### I/O nets highlighted

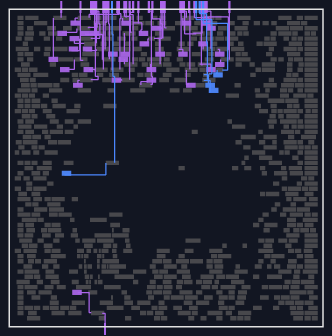
### Clock wiring as the flow saved it

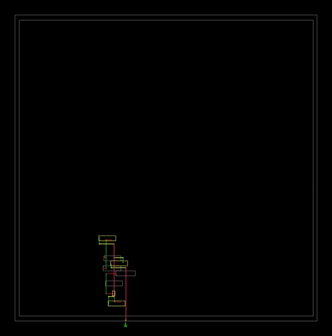
### Metal layers overlaid

Bar = 50 um.
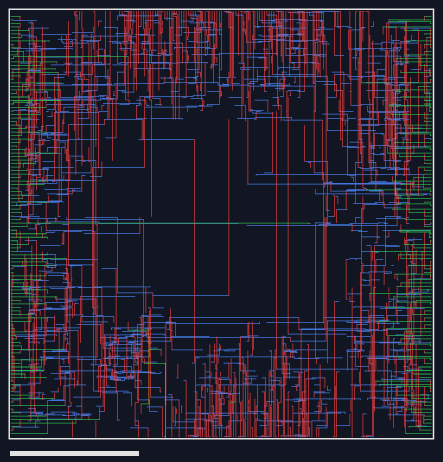
### Sizing map

Bar = 50 um.
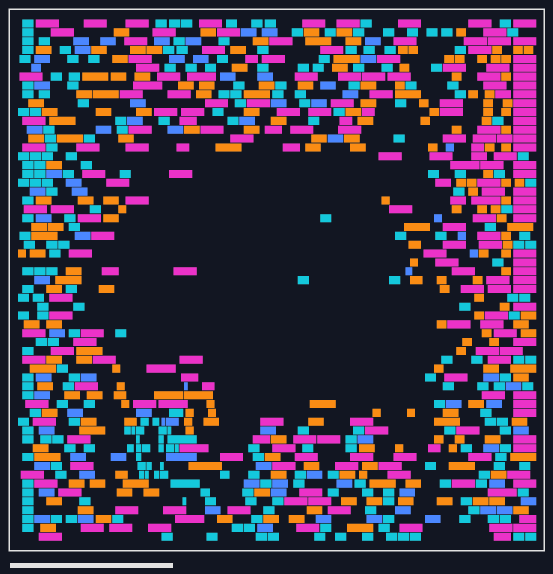
===== src/rtl/lb_arbiter_pkg.sv =====
// Shared types and constants for the two-master local-bus arbiter.
package lb_arbiter_pkg;

    typedef enum logic [1:0] {
        IDLE = 2'd0,
        WR   = 2'd1,
        RD   = 2'd2
    } state_e;

    localparam int unsigned NUM_MASTERS = 2;

    localparam logic [NUM_MASTERS-1:0] GNT_NONE = 2'b00;
    localparam logic [NUM_MASTERS-1:0] GNT_M0   = 2'b01;
    localparam logic [NUM_MASTERS-1:0] GNT_M1   = 2'b10;

endpackage


===== src/rtl/lb_arbiter_picker.sv =====
// Combinational winner select. LB_ARBITER_RR_EN selects round-robin tie-break;
// otherwise master 0 wins every tie and no pointer input exists.
module lb_arbiter_picker
    import lb_arbiter_pkg::*;
(
    input  logic [NUM_MASTERS-1:0] req,
`ifdef LB_ARBITER_RR_EN
    input  logic                   last_gnt,
`endif
    output logic [NUM_MASTERS-1:0] gnt_c
);

    always_comb begin
        gnt_c = GNT_NONE;
        if (req == 2'b11) begin
`ifdef LB_ARBITER_RR_EN
            // Tie goes to the master that was not served last.
            gnt_c = last_gnt ? GNT_M0 : GNT_M1;
`else
            gnt_c = GNT_M0;
`endif
        end else if (req[0]) begin
            gnt_c = GNT_M0;
        end else if (req[1]) begin
            gnt_c = GNT_M1;
        end
    end

endmodule


===== src/rtl/lb_arbiter.sv =====
// Two-master LB arbiter: one whole write or read per grant, IDLE between grants.
// Build option LB_ARBITER_RR_EN: round-robin tie-break (fixed priority to M0 otherwise).
module lb_arbiter
    import lb_arbiter_pkg::*;
#(
    parameter  int unsigned ADDR_W = 32,
    parameter  int unsigned DATA_W = 32,
    localparam int unsigned STRB_W = DATA_W / 8
) (
    input  logic              clk,
    input  logic              rst,

    input  logic [ADDR_W-1:0] m0_waddr,
    input  logic [DATA_W-1:0] m0_wdata,
    input  logic [STRB_W-1:0] m0_wstrb,
    input  logic              m0_wen,
    output logic              m0_wready,
    input  logic [ADDR_W-1:0] m0_raddr,
    input  logic              m0_ren,
    output logic [DATA_W-1:0] m0_rdata,
    output logic              m0_rvalid,

    input  logic [ADDR_W-1:0] m1_waddr,
    input  logic [DATA_W-1:0] m1_wdata,
    input  logic [STRB_W-1:0] m1_wstrb,
    input  logic              m1_wen,
    output logic              m1_wready,
    input  logic [ADDR_W-1:0] m1_raddr,
    input  logic              m1_ren,
    output logic [DATA_W-1:0] m1_rdata,
    output logic              m1_rvalid,

    output logic [ADDR_W-1:0] s_waddr,
    output logic [DATA_W-1:0] s_wdata,
    output logic [STRB_W-1:0] s_wstrb,
    output logic              s_wen,
    input  logic              s_wready,
    output logic [ADDR_W-1:0] s_raddr,
    output logic              s_ren,
    input  logic [DATA_W-1:0] s_rdata,
    input  logic              s_rvalid,

    output logic [NUM_MASTERS-1:0] gnt
);

    state_e                  state_q, state_d;
    logic [NUM_MASTERS-1:0]  gnt_q, gnt_d;
    logic [NUM_MASTERS-1:0]  req_c, pick_c;
    logic                    win_wen_c, done_c, sel_m1_c;
`ifdef LB_ARBITER_RR_EN
    logic                    last_gnt_q, last_gnt_d;
`endif

    assign req_c     = {m1_wen | m1_ren, m0_wen | m0_ren};
    assign win_wen_c = pick_c[1] ? m1_wen : m0_wen;
    assign sel_m1_c  = gnt_q[1];

    lb_arbiter_picker u_picker (
        .req      (req_c),
`ifdef LB_ARBITER_RR_EN
        .last_gnt (last_gnt_q),
`endif
        .gnt_c    (pick_c)
    );

    always_ff @(posedge clk or negedge rst) begin
        if (!rst) begin
            state_q    <= IDLE;
            gnt_q      <= GNT_NONE;
`ifdef LB_ARBITER_RR_EN
            last_gnt_q <= 1'b1;
`endif
        end else begin
            state_q    <= state_d;
            gnt_q      <= gnt_d;
`ifdef LB_ARBITER_RR_EN
            last_gnt_q <= last_gnt_d;
`endif
        end
    end

    // Next state and grant; a write is preferred when the winner asks for both.
    always_comb begin
        state_d = state_q;
        gnt_d   = gnt_q;
        done_c  = 1'b0;
        unique case (state_q)
            IDLE: begin
                if (|req_c) begin
                    gnt_d   = pick_c;
                    state_d = win_wen_c ? WR : RD;
                end
            end
            WR:      done_c = s_wen & s_wready;
            RD:      done_c = s_rvalid;
            default: begin
                state_d = IDLE;
                gnt_d   = GNT_NONE;
            end
        endcase
        if (done_c) begin
            state_d = IDLE;
            gnt_d   = GNT_NONE;
        end
`ifdef LB_ARBITER_RR_EN
        last_gnt_d = done_c ? sel_m1_c : last_gnt_q;
`endif
    end

    // Data-path muxes; everything is zero outside the granted transaction.
    always_comb begin
        s_wen     = 1'b0;
        s_waddr   = '0;
        s_wdata   = '0;
        s_wstrb   = '0;
        s_ren     = 1'b0;
        s_raddr   = '0;
        m0_wready = 1'b0;
        m1_wready = 1'b0;
        m0_rvalid = 1'b0;
        m1_rvalid = 1'b0;
        m0_rdata  = '0;
        m1_rdata  = '0;
        if (state_q == WR) begin
            s_wen     = sel_m1_c ? m1_wen   : m0_wen;
            s_waddr   = sel_m1_c ? m1_waddr : m0_waddr;
            s_wdata   = sel_m1_c ? m1_wdata : m0_wdata;
            s_wstrb   = sel_m1_c ? m1_wstrb : m0_wstrb;
            m0_wready = ~sel_m1_c & s_wready;
            m1_wready = sel_m1_c & s_wready;
        end
        if (state_q == RD) begin
            s_ren   = sel_m1_c ? m1_ren   : m0_ren;
            s_raddr = sel_m1_c ? m1_raddr : m0_raddr;
            if (s_rvalid) begin
                if (sel_m1_c) begin
                    m1_rvalid = 1'b1;
                    m1_rdata  = s_rdata;
                end else begin
                    m0_rvalid = 1'b1;
                    m0_rdata  = s_rdata;
                end
            end
        end
    end

    assign gnt = gnt_q;

endmodule


===== config.mk =====
export PLATFORM = sky130hd
export DESIGN_NAME = lb_arbiter
export DESIGN_NICKNAME = d
export VERILOG_FILES = /design/src/rtl/lb_arbiter_pkg.sv /design/src/rtl/lb_arbiter_picker.sv /design/src/rtl/lb_arbiter.sv
export SDC_FILE = /design/constraint.sdc
export NUM_CORES = 1
export LEC_CHECK = 0
export CORE_AREA = 2 2 162 164
export DETAILED_ROUTE_END_ITERATION = 16
export DIE_AREA = 0 0 164 166
export GPL_TIMING_DRIVEN = 0
export PLACE_DENSITY = 0.47
export SYNTH_ARGS = -nofsm -noshare
export SYNTH_HDL_FRONTEND = slang
export SYNTH_SLANG_ARGS = --single-unit

===== constraint.sdc =====
create_clock -name clk -period 1.7 [get_ports clk]
set_input_delay 0.17 -clock clk [delete_from_list [all_inputs] [get_ports clk]]
set_output_delay 0.17 -clock clk [all_outputs]
set_load 0.1 [all_outputs]

==> CHANGELOG.md <==
## Implementation

* Outcome: finished, violations left
* Failing checks: negative setup slack
* R2R depth at 6
* Crit Reg-Reg Endpoint: state_q[1]
* IO Count at roughly 400
* Post-Syn Nets at just under 600
* Post-Syn Area at roughly 2500 um2
* Gpl congestion at just over 0.7
* Class of the worst hold path: in -> async
* Setup TNS at -19.94 ns
* Endpoints failing setup at between 150 and 200
* Final Hold Vio Count at 0
* Cell-internal power at 0.00766 W
* CP Buf/Inv Count at 5
* Max Cap Violations at 0
* Post-Syn Instances at approximately 340
* Top cells by area: mux2i_1, nor2b_1, and2_1
* First-pass DRT Iterations at 3
* Yosys stat cell total at between 300 and 400
* H-Tree Level Count at 1
* Gr ovfl total at 0
* Vias per inst at roughly 3.8
* Chip area at 27200 um2
* Post-route setup slack at -0.189 ns
* Die height at ~170 um
* YS chip area at ~2500 um2
* Total global-route track usage at 13.1%
* Gate power share at 96.6%
* Total wire length at roughly 20000 um
About 'I/O nets highlighted':
- s_wstrb: blue (bits 4; direction output; edge north; end cells 4; buffers 4; wire 257 um)
- s_wdata: purple (bits 32; direction output; edge 31 north, 1 south; end cells 32; buffers 32; wire 911 um)

About 'Clock wiring as the flow saved it':
Clock Latency Late Sink: 0.23 ns
Clk. pwr: 0.000388 W
Seq cells: 4
Clock Skews: 0.00354 ns
CTS Buf Count: 3

About 'Metal layers overlaid':
- metal 3: green (wire length 2140 um)
- metal 4: orange (wire length 97.2 um)
- metal 1: blue (wire length 6310 um)
- metal 2: red (wire length 11100 um)

About 'Sizing map':
- _3 and _4 cells: orange (cells 211; share 27%)
- _6 and larger: magenta (cells 207; share 27%)
- _0 and _1 cells: cyan (cells 273; share 35%)
- _2 cells: blue (cells 82; share 11%)
Non-clock buffers: 462
design area: 11000 um2

## metrics by stage
stage          hold WS [ns]  cells
4_1_cts               0.150   1098
6_report              0.147   1109
2_1_floorplan        -0.126    335
3_3_place_gp          0.383   1081
5_1_grt               0.173   1108
3_5_place_dp          0.390   1081
## timing repair
item / 4_1_cts / 5_1_grt
pin swaps: 3 / 11
hold buffers: 0 / 0
resized: 1533 / 198
setup endpoints to repair: 176 / 174
buffers inserted: 10 / 6
cloned: 3 / 4
## worst max path at each step
stage                   end  cells after the start
6_report       m0_rdata[22]                      7
3_3_place_gp   m0_rdata[17]                      7
2_1_floorplan    s_waddr[0]                      5
4_1_cts               s_wen                      6
3_5_place_dp   m0_rdata[21]                      7
5_1_grt               s_wen                      6
## registers in the layout, indices dropped and copies added, names as in the netlist
name / count
gnt: 2
state_q: 2
## Yosys cell counts (all sizes together) (3+ instances only)
master,instances
o211ai,6
clkbuf,14
nand2,5
dfrtp,4
nand3,5
and2,64
inv,3
nor2b,105
nor2,4
mux2i,102
buf,14
ha,3
## layer usage
metal	vias to the layer above	share of wire [%]	global-route usage [%]
met5	-	0	0
met4	0	0.49	1.26
met3	7	11	4.32
met2	254	56	26.6
met1	1966	32	12.9
li1	1990	-	-
## cell type report
type                            count  area share, %
Buffer                             28           4.39
Tap cell                          335           3.83
Timing Repair Buffer              434           55.1
Sequential cell                     4          0.959
Inverter                            3          0.103
Multi-Input combinational cell    300           34.9
Clock buffer                        4          0.720
Antenna cell                        1         0.0228
## layout by cell type (no fill, tap or decap), drive strengths merged, types with 2 or more instances in the layout
cell / n
nand2: 5
clkbuf: 17
dfrtp: 4
nor2b: 105
nor2: 4
dlygate4sd2: 2
nand3: 5
o21ai: 2
inv: 3
buf: 208
and3: 2
ha: 3
and2: 64
clkdlybuf4s50: 239
o211ai: 6
mux2i: 102
## power groups by stage
| stage | Clock [W] | Combinational [W] | Sequential, W |
|---|---|---|---|
| after global placement | 0 | 0.0128 | 0.000187 |
| after detailed placement | 0 | 0.0128 | 0.000188 |
| after floorplan | 0 | 0.00977 | 0.000327 |
| after global routing | 0.000399 | 0.0173 | 0.000202 |
| after CTS | 0.000393 | 0.0153 | 0.000193 |
| final | 0.000388 | 0.0168 | 0.000195 |
## logic make-up after synthesis
family	share of synthesized area (%)
buf+inv	6.30
fa+ha+maj	1.49
flops	3.97
simple gates	45.1
mux	40.6
compound gates	2.48
Power figures rest on the tool's default switching activity, not on a simulated workload.
